### Local utilization, run 1

14 x 10 tiles, from white (low) to dark blue (high), 0 to 100% covered.
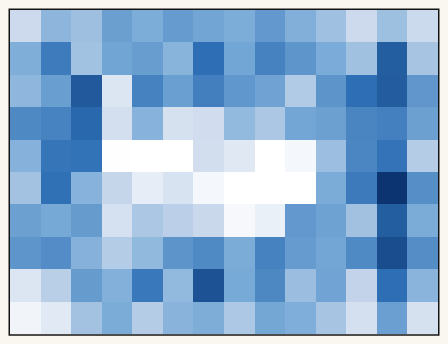
### Zoomed window, run 1

Region (92, 68) to (112, 88) um. Cells in grey, sequential cells in the stronger grey; small squares are vias.
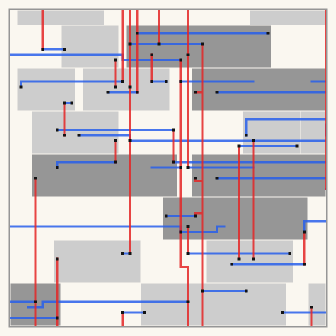
### I/O pins on the die edge, run 1

Bar = 50 um. Pins as bars across the die edge, other pins in grey.
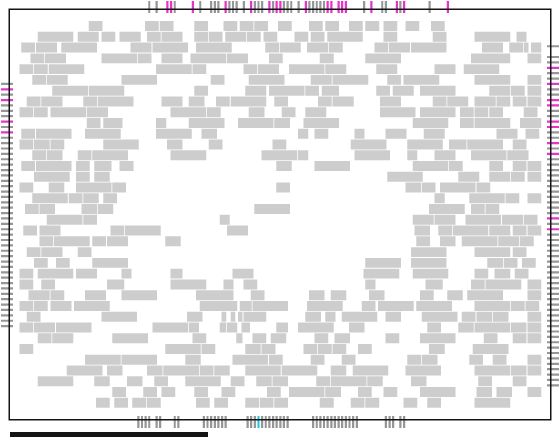
### Placed standard cells, run 1

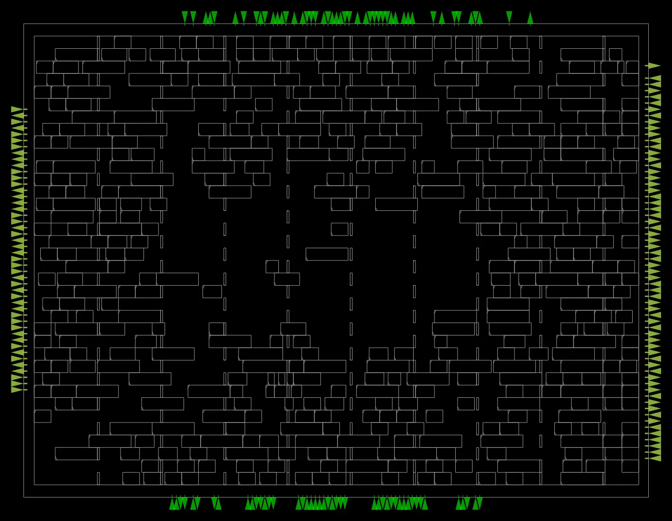
--- config.mk ---
export PLATFORM = sky130hd
export DESIGN_NAME = mem_stage_controller
export DESIGN_NICKNAME = d
export VERILOG_FILES = /design/src/rtl/mem_stage_controller.sv
export SDC_FILE = /design/constraint.sdc
export NUM_CORES = 1
export LEC_CHECK = 0
export CORE_ASPECT_RATIO = 0.75
export CORE_MARGIN = 2
export CORE_UTILIZATION = 30
export CTS_CLUSTER_DIAMETER = 100
export DETAILED_ROUTE_END_ITERATION = 8
export GPL_TIMING_DRIVEN = 0
export HOLD_SLACK_MARGIN = 0.06
export PLACE_DENSITY_LB_ADDON = 0.25
export SYNTH_ARGS = -nofsm -noshare
export SYNTH_HDL_FRONTEND = slang
export SYNTH_SLANG_ARGS = --single-unit
--- constraint.sdc ---
create_clock -name CLK -period 1.6 [get_ports CLK]
set_input_delay 0.16 -clock CLK [delete_from_list [all_inputs] [get_ports CLK]]
set_output_delay 0.16 -clock CLK [all_outputs]
set_load 0.03 [all_outputs]
--- src/rtl/mem_stage_controller.sv ---
// Memory-stage access controller: IDLE/ACCESS/DONE handshake with the data memory.
// Define MEM_TIMEOUT_EN to abort accesses after TIMEOUT_CYCLES un-acked ACCESS cycles.
module mem_stage_controller #(
  parameter int ADDR_WIDTH     = 32,
  parameter int DATA_WIDTH     = 32,
  parameter int TIMEOUT_CYCLES = 16
) (
  input  logic                  CLK,
  input  logic                  RST,
  input  logic                  MemtoRegM,
  input  logic                  MemWriteM,
  input  logic [ADDR_WIDTH-1:0] ALUOutM,
  input  logic [DATA_WIDTH-1:0] WriteDataM,
  input  logic                  MemAck,
  input  logic [DATA_WIDTH-1:0] MemRData,
  output logic                  MemReq,
  output logic                  MemWe,
  output logic [ADDR_WIDTH-1:0] MemAddr,
  output logic [DATA_WIDTH-1:0] MemWData,
  output logic [DATA_WIDTH-1:0] ReadDataM,
  output logic                  StallPipe,
  output logic                  MemErr
);

  typedef enum logic [1:0] {
    ST_IDLE   = 2'd0,
    ST_ACCESS = 2'd1,
    ST_DONE   = 2'd2
  } state_e;

  if (TIMEOUT_CYCLES < 1) begin : g_bad_timeout
    $error("TIMEOUT_CYCLES must be at least 1");
  end

  state_e                state_q;
  logic                  req_q;
  logic                  we_q;
  logic [ADDR_WIDTH-1:0] addr_q;
  logic [DATA_WIDTH-1:0] wdata_q;
  logic [DATA_WIDTH-1:0] rdata_q;
  logic                  access_s;

  assign access_s = MemtoRegM | MemWriteM;

`ifdef MEM_TIMEOUT_EN
  localparam int CNT_W = (TIMEOUT_CYCLES > 1) ? $clog2(TIMEOUT_CYCLES) : 1;
  localparam logic [CNT_W-1:0] CNT_LAST = CNT_W'(TIMEOUT_CYCLES - 1);

  logic [CNT_W-1:0] cnt_q;
  logic             err_q;

  // Access FSM with latched request, capture, timeout counter and sticky error
  always_ff @(posedge CLK or negedge RST) begin
    if (!RST) begin
      state_q <= ST_IDLE;
      req_q   <= 1'b0;
      we_q    <= 1'b0;
      addr_q  <= '0;
      wdata_q <= '0;
      rdata_q <= '0;
      cnt_q   <= '0;
      err_q   <= 1'b0;
    end else begin
      case (state_q)
        ST_IDLE: begin
          if (access_s) begin
            addr_q  <= ALUOutM;
            wdata_q <= WriteDataM;
            we_q    <= MemWriteM;
            req_q   <= 1'b1;
            cnt_q   <= '0;
            state_q <= ST_ACCESS;
          end else begin
            state_q <= ST_IDLE;
          end
        end
        ST_ACCESS: begin
          // An ack in the last counted cycle completes normally
          if (MemAck) begin
            req_q   <= 1'b0;
            state_q <= ST_DONE;
            if (!we_q) begin
              rdata_q <= MemRData;
            end else begin
              rdata_q <= rdata_q;
            end
          end else if (cnt_q == CNT_LAST) begin
            req_q   <= 1'b0;
            err_q   <= 1'b1;
            state_q <= ST_DONE;
            if (!we_q) begin
              rdata_q <= '0;
            end else begin
              rdata_q <= rdata_q;
            end
          end else begin
            cnt_q <= cnt_q + 1'b1;
          end
        end
        ST_DONE: begin
          state_q <= ST_IDLE;
        end
        default: begin
          req_q   <= 1'b0;
          state_q <= ST_IDLE;
        end
      endcase
    end
  end

  assign MemErr = err_q;
`else
  // Access FSM with latched request and load-data capture; waits for ack indefinitely
  always_ff @(posedge CLK or negedge RST) begin
    if (!RST) begin
      state_q <= ST_IDLE;
      req_q   <= 1'b0;
      we_q    <= 1'b0;
      addr_q  <= '0;
      wdata_q <= '0;
      rdata_q <= '0;
    end else begin
      case (state_q)
        ST_IDLE: begin
          if (access_s) begin
            addr_q  <= ALUOutM;
            wdata_q <= WriteDataM;
            we_q    <= MemWriteM;
            req_q   <= 1'b1;
            state_q <= ST_ACCESS;
          end else begin
            state_q <= ST_IDLE;
          end
        end
        ST_ACCESS: begin
          if (MemAck) begin
            req_q   <= 1'b0;
            state_q <= ST_DONE;
            if (!we_q) begin
              rdata_q <= MemRData;
            end else begin
              rdata_q <= rdata_q;
            end
          end else begin
            state_q <= ST_ACCESS;
          end
        end
        ST_DONE: begin
          state_q <= ST_IDLE;
        end
        default: begin
          req_q   <= 1'b0;
          state_q <= ST_IDLE;
        end
      endcase
    end
  end

  assign MemErr = 1'b0;
`endif

  assign MemReq    = req_q;
  assign MemWe     = we_q;
  assign MemAddr   = addr_q;
  assign MemWData  = wdata_q;
  assign ReadDataM = rdata_q;

  // Stall is gated by reset so an asserted RST releases the pipeline immediately
  assign StallPipe = RST & (((state_q == ST_IDLE) & access_s) | (state_q == ST_ACCESS));

endmodule
==> changes_impl.md, run 1 <==
## Implementation

* Fraction of area in clock buffers and inverters at 4.22%
* Worst relative slew slack at 56.6%
* Count of instances resized after the clock tree is built at 6
* Time the worst path needs with I/O delays and setup at 1.57 ns
* GRT met3 Usage at 5.80%
* Routed wire length at 9430 um
* Number of nets in the synthesized netlist at 321
* Post-route DRC at 0
* Filler cell count in the final layout at 1,107
* Number of clock buffers in the layout at 10
* Gp weighted congestion at 0.752
* Series of cell instances along the critical path: nor2_2 -> o21a_4 -> buf_8 -> buf_6 -> mux2_4
* CP arrival at 1.78 ns
* Register clock-pin slew on the reported worst setup and hold paths at 0.07 ns
* Cell class contributing the biggest share of worst-path delay: flip-flops
* Number of distinct library cells after synthesis at 18
* Final cycle utilization of the critical path at 97.9%
* Post-CTS setup buffers at 0
* Num ports at 201
* Count of vias placed by the detailed router at 2,602
* Share of final-layout standard cells stronger than drive strength 1 at 30.6%
* Capturing point of the worst reg2reg path: MemWData[14]$_DFFE_PN0P_
* Count leader, synth: sky130_fd_sc_hd__dfrtp_1
* Buffers and inverters on the worst path at 2
* Final-layout non-clock buffer area share at 33.7%
* Avg Cell Area, Syn at 17.9 um^2
* Failing checks: negative hold slack
* Total number of warnings across the stage logs at 30
* Fin util at 50.9%
* Flop share of the area at 38.1%
* Maximum clock frequency at 638 MHz
* Top cell type's share of synthesized area at 63.4%
* Sequential-to-total area share from yosys stat at 63.4%
* Worst clock skew on the final layout at 0.00752 ns
* Result of the run: finished, violations left
* Met2 layer usage reported by global route at 19.6%
* Largest cells by area after synthesis: sky130_fd_sc_hd__dfrtp_1, sky130_fd_sc_hd__mux2_4, sky130_fd_sc_hd__mux2_2, sky130_fd_sc_hd__buf_6, sky130_fd_sc_hd__buf_4
* Flip-flop cell with the highest count after synthesis: sky130_fd_sc_hd__dfrtp_1
* Worst-Skew Late Latency at 0.33 ns
* Storage element area at 0.00250 mm^2
* Inverters at 0
* Highest fanout seen on the critical path at 10
* Vias per cell at 4.25
* Worst setup path end: MemWData[14]$_DFFE_PN0P_
* Biggest area consumer among synthesized cells: sky130_fd_sc_hd__dfrtp_1
* Count of flip-flops with a built-in enable after synthesis at 0
* Number of well taps at 171
* Levels on crit path at 5
* Number of standard cells reported by yosys at 220
* Final Hold Violation Tally at 48
* Number of cell instances on the worst register-to-register path at 5
* Inserted Clock Buffers at 9
* Slowest cell on the critical path: sky130_fd_sc_hd__dfrtp_2
* Maximum level of the CTS H-tree at 3
* Met2 wirelength from detailed routing at 4270 um
* Chip Area, Yosys at 0.00395 mm^2
* Aggregate global routing overflow at 0
* Worst Tran Pin Value at 0.651 ns
* Final net count at 538
* Setup TNS after final layout at 0 ns
* Worst setup path startpoint: state_q[0]$_DFF_PN0_
* Vias in the first global route at 2,657
* Ant. Diodes at 0
* Total number of yosys warnings at 0
* Chip area at 0.0141 mm^2
* Clock tree from TritonCTS: built
* Max rail drop VDD at 1040 uV
* Fraction of area in multi-input gates at 20.7%
* Max stage delay on crit path at 0.44 ns
* Multi-input gates at 109
* Routed length per instance at 15.4 um
* Clk sinks at 100
* Cells after synthesis at 220
* Root buf cell: sky130_fd_sc_hd__clkbuf_16
* Launch instance of the worst register-to-register path: state_q[0]$_DFF_PN0_
* Max-area cell class: sequential cells
* Final Max Slew Viols at 0
* Number of setup violations in the final report at 0
* Leakage at 2.83 nW
* Seq_cells at 100
* Startpoint kind of the worst setup timing path: flip-flop
* Routing layer with the top usage in global route: met2
* Clock tree buffer depth at 2
* Critical path start-end classification: flip-flop to flip-flop
* Area of the multi-input gates at 0.00136 mm^2
* Met3 routed wirelength at 935 um
* Highest Signal Layer: met4
* Maximum number of pins on one net before global-route repair at 53
* Number of DRC markers after the initial detailed-route iteration at 31
* Hold Path Class: input port to asynchronous set/reset pin
* Worst R2R Setup Slack at 0.03 ns
* Worst hold slack across all endpoints at -0.153 ns
* Non-CTS buffers at 217
* Count of max-cap constraint violations at 0
* Global-route wire length before repair at 14,100 um
* Global-route usage over all layers at 12.9%
* Met1 Track Usage GR at 16.9%
* Share of flip-flops with an asynchronous set or reset at 100%
* WL met1 at 4150 um
* Number of storage elements in the synthesis netlist at 100
* Area Overhead vs Synth at 66.6%
* Cell area power density at 2170 mW/mm^2
* Total iterations of the first detailed-routing run at 4
* Final Total Pwr at 14.3 mW
* Detailed Place HPWL at 6750 um
* Top post-synthesis cells by count: sky130_fd_sc_hd__dfrtp_1, sky130_fd_sc_hd__mux2_4, sky130_fd_sc_hd__mux2_2
-- 'Local utilization' (at the start) --
nearly empty tiles: 5.0%
mean over tiles: 45%
tiles over 75% full: 6.4%
pre-placement core utilization: 30.5%
standard cell core area: 0.0129 mm^2

-- 'Zoomed window' (at the start) --
legend:
  blue:
    layer: met1
  red:
    layer: met2
cells with their middle in the window: 13
netlist names of flops here include: MemWData (5)
most frequent: dfrtp_1 (5), mux2_4 (3), clkdlybuf4s50_1 (3)
sequential cells in the window: 5

-- 'I/O pins on the die edge' (at the start) --
legend:
  cyan:
    port: MemWriteM
    pins: 1
    direction: input
    edge: bottom
  magenta:
    port: MemWData
    pins: 32
    direction: output
    edge: 18 top, 10 right, 4 left
all pins by edge: 63 right, 47 top, 46 left, 45 bottom
Port Buf Inserts: 199
vertical extent of the die: 103 um
Die W: 136 um

-- 'Placed standard cells' (at the start) --
floorplan row count: 36
final standard cell count with taps included and fillers excluded: 612

run 1: flip-flops by register name, indices dropped and copies added, names as in the netlist:
register / flops
MemAddr: 32
MemReq: 1
MemWe: 1
state_q: 2
MemWData: 32
ReadDataM: 32
run 1: placed cells by master, fill, tap and decap left out, types with 2 or more instances in the layout:
cell,instances
sky130_fd_sc_hd__mux2_2,45
sky130_fd_sc_hd__dfrtp_2,2
sky130_fd_sc_hd__clkinvlp_4,4
sky130_fd_sc_hd__buf_8,4
sky130_fd_sc_hd__buf_4,7
sky130_fd_sc_hd__mux2_1,2
sky130_fd_sc_hd__dfrtp_1,98
sky130_fd_sc_hd__dlymetal6s2s_1,5
sky130_fd_sc_hd__clkdlybuf4s50_1,191
sky130_fd_sc_hd__mux2_4,49
sky130_fd_sc_hd__clkbuf_16,10
sky130_fd_sc_hd__nand2_1,2
sky130_fd_sc_hd__buf_6,5
run 1: power breakdown:
group          total (mW)  switching, mW  internal, mW
clock network        2.01          0.919          1.09
registers            4.48          0.695          3.79
logic                7.78           3.87          3.90
run 1: stage by stage:
step	setup slack (ns)	cells	instance area, um^2
5_1_grt	-0.0206	612	6580
3_3_place_gp	-3.67	590	6150
3_5_place_dp	-0.260	591	6180
6_report	0.0330	612	6580
4_1_cts	-0.00839	606	6460
2_1_floorplan	0.122	220	3950
run 1: worst reg2reg max path, delay by kind of cell, from the launching register on:
family | cells | cell delay (ns)
DFF | 1 | 0.44
buffers and inverters | 2 | 0.33
muxes | 1 | 0.32
AOI/OAI and AO/OA | 1 | 0.19
and+or+nand+nor | 1 | 0.18
run 1: cells by family after synthesis:
kind of cell | after synthesis | share of synthesized area [%]
other cells | 1 | 0.0950
buf+inv | 11 | 2.60
mux | 96 | 32.0
flops | 100 | 63.4
simple gates | 7 | 0.951
compound gates | 5 | 0.919
### Sizing map, run 1

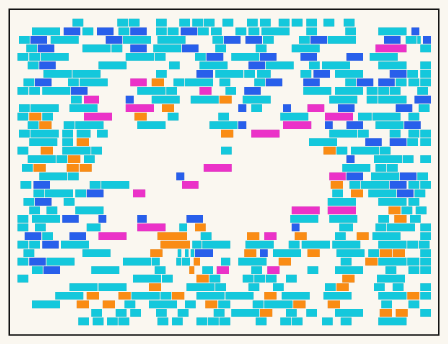

==> run 2: changes to the inputs <==
--- a/config.mk
+++ b/config.mk
@@ -7,11 +7,10 @@
 export LEC_CHECK = 0
 export CORE_ASPECT_RATIO = 0.75
 export CORE_MARGIN = 2
-export CORE_UTILIZATION = 30
+export CORE_UTILIZATION = 29
 export CTS_CLUSTER_DIAMETER = 100
 export DETAILED_ROUTE_END_ITERATION = 8
 export GPL_TIMING_DRIVEN = 0
-export HOLD_SLACK_MARGIN = 0.06
 export PLACE_DENSITY_LB_ADDON = 0.25
 export SYNTH_ARGS = -nofsm -noshare
 export SYNTH_HDL_FRONTEND = slang
### Sizing map, run 2

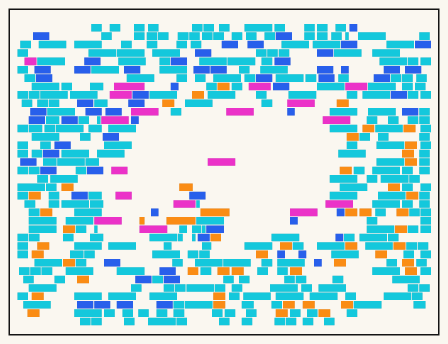
legend:
  magenta:
    size: drive 6 and up
    cells: 18
  blue:
    size: drive 3 to 4
    cells: 64
  cyan:
    size: drive 1 or less
    cells: 307
  orange:
    size: drive 2
    cells: 51
Area Overhead vs Synth: 67.3%
fin area: 0.00660 mm^2
setup slack after layout: 0.0584 ns

==> run 2 against run 1 <==
Net effect:
- the run still ends with negative hold slack left
- sequential share of layout area fell by 0.14 points
- register-to-register slack gained 0.05 ns
- clock power is 4% lower
- power shrank 0.46%
- non-clock buffer count is 1 lower
- clock skew shrank 0.0029 ns
- clock-buffer cell count up 1
- design area is 0.38% higher
==> changes_impl.md, run 2 <==
## Implementation

* Result of the run: finished, violations left
* Failing checks: negative hold slack
* Share of final-layout standard cells stronger than drive strength 1 at 30.2% (-0.38 points)
* Vias per cell at 4.28 (+0.59%)
* Standard cell core area at 0.0132 mm^2 (+1.7%)
* Area of the multi-input gates at 0.00137 mm^2 (+0.73%)
* Launch instance of the worst register-to-register path: state_q[1]$_DFF_PN0_
* Number of cell instances on the worst register-to-register path at 5 (unchanged)
* Number of standard cells reported by yosys at 220 (unchanged)
* Share of flip-flops with an asynchronous set or reset at 100% (unchanged)
* Cell area power density at 2150 mW/mm^2 (-0.84%)
* Die W at 139 um (+1.7%)
* Aggregate global routing overflow at 0 (unchanged)
* Series of cell instances along the critical path: clkdlybuf4s50_1
* Clock network power share at 13.6% (-0.5 points)
* Register clock-pin slew on the reported worst setup and hold paths at 0.07 ns (about the same)
* Maximum clock frequency at 649 MHz (+1.6%)
* Gp weighted congestion at 0.681 (-9.4%)
* Clk sinks at 100 (unchanged)
* Routed length per instance at 15.2 um (-1.4%)
* Worst hold slack across all endpoints at -0.228 ns (-0.0752 ns)
* Total number of yosys warnings at 0 (unchanged)
* WL met1 at 4140 um (-0.29%)
* Cells after synthesis at 220 (unchanged)
* Chip Area, Yosys at 0.00395 mm^2 (unchanged)
* Count of flip-flops with a built-in enable after synthesis at 0 (unchanged)
* Net load switching power at 5.45 mW (-0.69%)
* Max stage delay on crit path at 0.70 ns (+0.26 ns)
* Time the worst path needs with I/O delays and setup at 1.54 ns (-0.0254 ns)
* Detailed Place HPWL at 6770 um (+0.26%)
* Count of vias placed by the detailed router at 2,613 (+0.42%)
* Final Total Pwr at 14.2 mW (-0.46%)
* Critical path start-end classification: flip-flop to primary output
* Root buf cell: sky130_fd_sc_hd__clkbuf_16
* Global-route wire length before repair at 14,900 um (+6.0%)
* Setup repair after global routing missed its margin: false
* Number of setup violations in the final report at 0 (unchanged)
* Port Buf Inserts at 199 (unchanged)
* Total iterations of the first detailed-routing run at 4 (unchanged)
* Final Max Slew Viols at 0 (unchanged)
* Cell Int Power at 8.75 mW (-0.32%)
* Worst relative slew slack at 65.3% (+8.8 points)
* Worst Tran Pin Value at 0.520 ns (-0.131 ns)
* Startpoint kind of the worst setup timing path: flip-flop
* Sequential-to-total area share from yosys stat at 63.4% (unchanged)
* Pre-placement core utilization at 30.0% (-0.52 points)
* Leakage at 2.88 nW (+2.0%)
* Highest fanout seen on the critical path at 2 (-8)
* DP Worst Slack at -0.407 ns (-0.147 ns)
* Total number of warnings across the stage logs at 29 (-3.3%)
* Post-placement cell area at 0.00618 mm^2 (unchanged)
* Final Hold Violation Tally at 53 (+10%)
* Highest Signal Layer: met4
* Flip-flop cell with the highest count after synthesis: sky130_fd_sc_hd__dfrtp_1
* CP arrival at 1.38 ns (-0.40 ns)
* Met2 wirelength from detailed routing at 4150 um (-2.8%)
* Global-route usage over all layers at 12.8% (-0.095 points)
* Final net count at 537 (-0.19%)
* Buffers and inverters on the worst path at 1 (-1)
* Final standard cell count with taps included and fillers excluded at 611 (-0.16%)
* Number of distinct library cells after synthesis at 18 (unchanged)
* Number of nets in the synthesized netlist at 321 (unchanged)
* Capturing point of the worst reg2reg path: MemAddr[9]$_DFFE_PN0P_
* Ant. Diodes at 0 (unchanged)
* Maximum number of pins on one net before global-route repair at 56 (+5.7%)
* Fin util at 50.2% (-0.68 points)
* Number of storage elements in the synthesis netlist at 100 (unchanged)
* Final cycle utilization of the critical path at 96.4% (-1.6 points)
* Number of antenna violations at the first check in global routing at 0
* Chip area at 0.0146 mm^2 (+3.3%)
* Inserted Clock Buffers at 9 (unchanged)
* Sequential share of power at 31.5% (about the same)
* Num ports at 201 (unchanged)
* Post-synthesis instance area at 0.00395 mm^2
* Count of max-cap constraint violations at 0 (unchanged)
* Biggest area consumer among synthesized cells: sky130_fd_sc_hd__dfrtp_1
* Worst R2R Setup Slack at 0.08 ns (+0.05 ns)
* Met3 routed wirelength at 922 um (-1.4%)
* Count leader, synth: sky130_fd_sc_hd__dfrtp_1
* Largest cells by area after synthesis: sky130_fd_sc_hd__dfrtp_1, sky130_fd_sc_hd__mux2_4, sky130_fd_sc_hd__mux2_2, sky130_fd_sc_hd__buf_6, sky130_fd_sc_hd__buf_4
* Slowest cell on the critical path: sky130_fd_sc_hd__clkdlybuf4s50_1
* Floorplan row count at 36 (unchanged)
* Clock tree buffer depth at 2 (unchanged)
* Worst setup path startpoint: MemAddr[2]$_DFFE_PN0P_
* Clock tree from TritonCTS: built
* Setup TNS after final layout at 0 ns (unchanged)
* Max rail drop VDD at 977 uV (-6.2%)
* Avg Cell Area, Syn at 17.9 um^2 (unchanged)
* Maximum level of the CTS H-tree at 3 (unchanged)
* Top cell type's share of synthesized area at 63.4% (unchanged)
* Hold Path Class: input port to asynchronous set/reset pin
* Commonest cells after routing, fill and taps aside: sky130_fd_sc_hd__clkdlybuf4s50_1, sky130_fd_sc_hd__dfrtp_1, sky130_fd_sc_hd__mux2_4
* Top post-synthesis cells by count: sky130_fd_sc_hd__dfrtp_1, sky130_fd_sc_hd__mux2_4, sky130_fd_sc_hd__mux2_2
* Post-route DRC at 0 (unchanged)
* Switching part of the total power at 38.4% (-0.087 points)
* Crit path DRT at 1.44 ns
* Storage element area at 0.00250 mm^2 (unchanged)
* Vias in the first global route at 2,859 (+7.6%)
* CP endpoint kind: primary output
* Filler cell count in the final layout at 1,113 (+0.54%)
* Cell class contributing the biggest share of worst-path delay: buffers and inverters
* Routed wire length at 9290 um (-1.6%)
* Post-detailed-route count of antenna-violating nets at 0
* Worst-Skew Late Latency at 0.33 ns (about the same)
* Commonest Layout Cell: sky130_fd_sc_hd__clkdlybuf4s50_1
* Portion of total power attributed to combinational logic at 54.9% (+0.4 points)
* Vertical extent of the die at 105 um (+1.6%)
* Placed cell count at 591 (unchanged)
* Number of DRC markers after the initial detailed-route iteration at 77 (+150%)
* Worst clock skew on the final layout at 0.00466 ns (-0.00286 ns)
run 2: cell counts after synthesis:
No cell type changed its count.
run 2: cell families after synthesis:
family,synth area share [%]
buffers and inverters,2.60
muxes,32.0
AOI/OAI and AO/OA,0.919
and+or+nand+nor,0.951
other,0.0950
DFF,63.4
run 2: power groups by stage:
| stage | sequential (mW) | combinational [mW] | clock, mW |
|---|---|---|---|
| after global routing | 4.66 | 8.15 | 2.13 |
| after CTS | 4.50 | 7.80 | 2.01 |
| after detailed placement | 4.49 | 7.74 | 0 |
| after floorplan | 6.97 | 1.99 | 0 |
| after global placement | 4.45 | 7.69 | 0 |
| final | 4.48 | 7.80 | 1.93 |
run 2: final cells by class:
cell class / count / share of cell area, %
Clock buffer: 11 / 3.52
Buffer: 11 / 2.24
Sequential cell: 100 / 37.9
Multi-Input combinational cell: 109 / 20.8
Timing Repair Buffer: 205 / 31.8
Tap cell: 171 / 3.24
Clock inverter: 4 / 0.417
run 2: worst max path at each step:
| stage | endpoint | slack, ns | cells after the start |
|---|---|---|---|
| floorplan | ReadDataM[10]$_DFFE_PN0P_ | 0.12 | 3 |
| global placement | StallPipe | -3.64 | 3 |
| detailed placement | StallPipe | -0.41 | 3 |
| CTS | StallPipe | -0.008 | 3 |
| global route | MemAddr[27] | 0.0002 | 1 |
| finish | MemAddr[2] | 0.06 | 1 |
run 2: repair_timing:
| item | 4_1_cts | 5_1_grt |
|---|---|---|
| gates resized | 15 | 23 |
| cloned | 0 | 1 |
| hold endpoints to repair | 53 | 53 |
| setup endpoints to repair | 81 | 101 |
| buffers inserted | 0 | 4 |
run 2: metal layers:
metal	track usage, %	vias to the layer above
li1	-	1205
met1	16.7	1279
met2	19.0	121
met3	6.28	8
met4	3.46	0
met5	0	-
### Zoomed window, run 2

Region (94, 69) to (114, 89) um. Cells in grey, sequential cells in the stronger grey; small squares are vias.
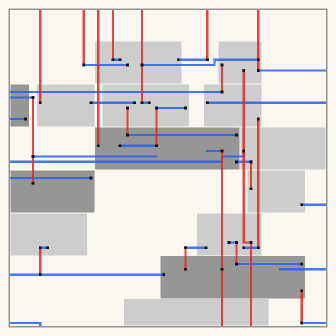

==> run 3: changes to the inputs <==
--- a/config.mk
+++ b/config.mk
@@ -5,6 +5,7 @@
 export SDC_FILE = /design/constraint.sdc
 export NUM_CORES = 1
 export LEC_CHECK = 0
+export ABC_CLOCK_PERIOD_IN_PS = 1600
 export CORE_ASPECT_RATIO = 0.75
 export CORE_MARGIN = 2
 export CORE_UTILIZATION = 29
@@ -15,3 +16,4 @@
 export SYNTH_ARGS = -nofsm -noshare
 export SYNTH_HDL_FRONTEND = slang
 export SYNTH_SLANG_ARGS = --single-unit
+export TNS_END_PERCENT = 1
### Zoomed window, run 3

Region (94, 69) to (114, 89) um. Cells in grey, sequential cells in the stronger grey; small squares are vias.
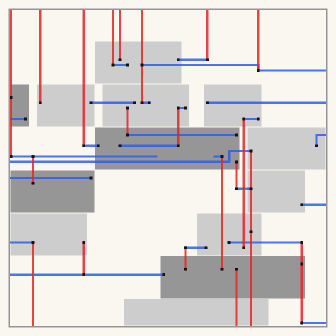
legend:
  red:
    layer: met2
  blue:
    layer: met1
netlist names of flops here include: MemAddr (2), MemWData (1)
cells with their middle in the window: 12
most frequent: dfrtp_1 (3), clkdlybuf4s50_1 (3)
sequential cells in the window: 3

==> run 3 against run 2 <==
Net effect:
- the run still ends with negative hold slack left
- combinational power is 1% lower
- first-iteration DRC count is 19% lower
- final cell count is 0.82% lower
- clock-buffer cell count stayed put
- global-route usage hardly changed
- register-to-register slack worse by 0.07 ns
- setup slack worse by 0.053 ns
- sequential cell count stayed put
- hold slack worse by 0.0011 ns
- critical endpoint is now MemWData[23]$_DFFE_PN0P_
- area after synthesis stayed put
- largest power group unchanged
- sequential power hardly changed
==> changes_impl.md, run 3 <==
## Implementation

* Register clock-pin slew on the reported worst setup and hold paths at 0.07 ns (about the same)
* Worst R2R Setup Slack at 0.006 ns (-0.07 ns)
* Largest cells by area after synthesis: sky130_fd_sc_hd__dfrtp_1, sky130_fd_sc_hd__mux2_4, sky130_fd_sc_hd__mux2_2, sky130_fd_sc_hd__buf_6, sky130_fd_sc_hd__buf_4
* Final Total Pwr at 14.1 mW (-0.78%)
* Critical path start-end classification: flip-flop to flip-flop
* Time the worst path needs with I/O delays and setup at 1.59 ns (+0.0527 ns)
* Number of nets in the synthesized netlist at 321 (unchanged)
* Vertical extent of the die at 105 um (unchanged)
* Ant. Diodes at 0 (unchanged)
* Portion of total power attributed to combinational logic at 54.6% (-0.3 points)
* Filler cell count in the final layout at 1,118 (+0.45%)
* Cell Int Power at 8.66 mW (-1.0%)
* Cells after synthesis at 220 (unchanged)
* Worst-Skew Late Latency at 0.33 ns (about the same)
* Number of setup violations in the final report at 0 (unchanged)
* Post-synthesis instance area at 0.00395 mm^2 (unchanged)
* Clock network power share at 13.7% (about the same)
* Count of max-cap constraint violations at 0 (unchanged)
* Aggregate global routing overflow at 0 (unchanged)
* CP arrival at 1.81 ns (+0.43 ns)
* Routed wire length at 9140 um (-1.6%)
* Sequential logic power at 4.47 mW (about the same)
* Final Hold Violation Tally at 53 (unchanged)
* Number of antenna violations at the first check in global routing at 0 (unchanged)
* Area Overhead vs Synth at 65.1%
* Number of storage elements in the synthesis netlist at 100 (unchanged)
* Maximum level of the CTS H-tree at 3 (unchanged)
* Detailed Place HPWL at 6770 um (unchanged)
* Sequential share of power at 31.8% (+0.3 points)
* Failing checks: negative hold slack
* Post-CTS setup buffers at 0 (unchanged)
* Slowest cell on the critical path: sky130_fd_sc_hd__dfrtp_2
* Result of the run: finished, violations left
* Highest fanout seen on the critical path at 10 (+8)
* Root buf cell: sky130_fd_sc_hd__clkbuf_16
* Crit path DRT at 1.81 ns (+0.37 ns)
* Post-detailed-route count of antenna-violating nets at 0 (unchanged)
* Clock tree from TritonCTS: built
* Worst Tran Pin Value at 0.511 ns (-0.00918 ns)
* Fin util at 49.6% (-0.64 points)
* Port Buf Inserts at 199 (unchanged)
* Worst hold slack across all endpoints at -0.229 ns (-0.00113 ns)
* Final standard cell count with taps included and fillers excluded at 606 (-0.82%)
* Avg Cell Area, Syn at 17.9 um^2 (unchanged)
* Group drawing the most power: combinational logic
* Setup repair after global routing missed its margin: true
* Pre-placement core utilization at 30.0% (unchanged)
* Chip Area, Yosys at 0.00395 mm^2 (unchanged)
* Max rail drop VDD at 976 uV (about the same)
* Clk sinks at 100 (unchanged)
* Power consumed by the clock network at 1.93 mW (about the same)
* Global-route usage over all layers at 12.8% (-0.031 points)
* Worst clock skew on the final layout at 0.00449 ns (-0.000165 ns)
* Count of flip-flops with a built-in enable after synthesis at 0 (unchanged)
* Chip area at 0.0146 mm^2 (unchanged)
* DP Worst Slack at -0.407 ns (unchanged)
* Floorplan row count at 36 (unchanged)
* Number of distinct library cells after synthesis at 18 (unchanged)
* Cell area power density at 2160 mW/mm^2 (+0.50%)
* Biggest area consumer among synthesized cells: sky130_fd_sc_hd__dfrtp_1
* Count leader, synth: sky130_fd_sc_hd__dfrtp_1
## run 3: final timing paths
kind	to	depth (start not counted)	startpoint
min	MemWData[11]$_DFFE_PN0P_	1	RST
max reg2reg	MemWData[23]$_DFFE_PN0P_	5	state_q[1]$_DFF_PN0_
min in group CLK	ReadDataM[5]$_DFFE_PN0P_	2	MemRData[5]
max in group asynchronous	ReadDataM[21]$_DFFE_PN0P_	2	RST
max	MemWData[23]$_DFFE_PN0P_	5	state_q[1]$_DFF_PN0_
min reg2reg	MemReq$_DFFE_PN0P_	1	MemReq$_DFFE_PN0P_
## run 3: what timing repair did
| action | 4_1_cts | 5_1_grt |
|---|---|---|
| endpoints found under the hold margin | 53 | 53 |
| endpoints found under the setup margin | 81 | 100 |
| resized | 7 | 24 |
## run 3: routing by layer
layer	vias to the layer above	share of wire, %	track usage (%)
met3	8	9.9	6.28
met4	0	0.86	3.46
li1	1193	-	-
met1	1272	44	16.7
met2	118	45	19.0
met5	-	0	0
## run 3: cells by family after synthesis
group / Yosys count / share of synthesized area (%)
buf+inv: 11 / 2.60
simple gates: 7 / 0.951
other cells: 1 / 0.0950
flops: 100 / 63.4
compound gates: 5 / 0.919
mux: 96 / 32.0
## run 3: final cells by class
cell class | instances | area [um^2] | share of cell area, %
repair buffers | 200 | 2050 | 31.4
plain buffers | 11 | 133 | 2.03
multi-input cells | 109 | 1360 | 20.9
flip-flops and latches | 100 | 2500 | 38.4
clock inverters | 4 | 27.5 | 0.422
clock buffers | 11 | 233 | 3.57
well taps | 171 | 214 | 3.28
## run 3: worst max-delay path: cells and delay by family (launching register included)
family / cells / cell delay (ns)
buf+inv: 2 / 0.34
simple gates: 1 / 0.14
compound gates: 1 / 0.21
mux: 1 / 0.31
flops: 1 / 0.46
Power figures rest on the tool's default switching activity, not on a simulated workload.
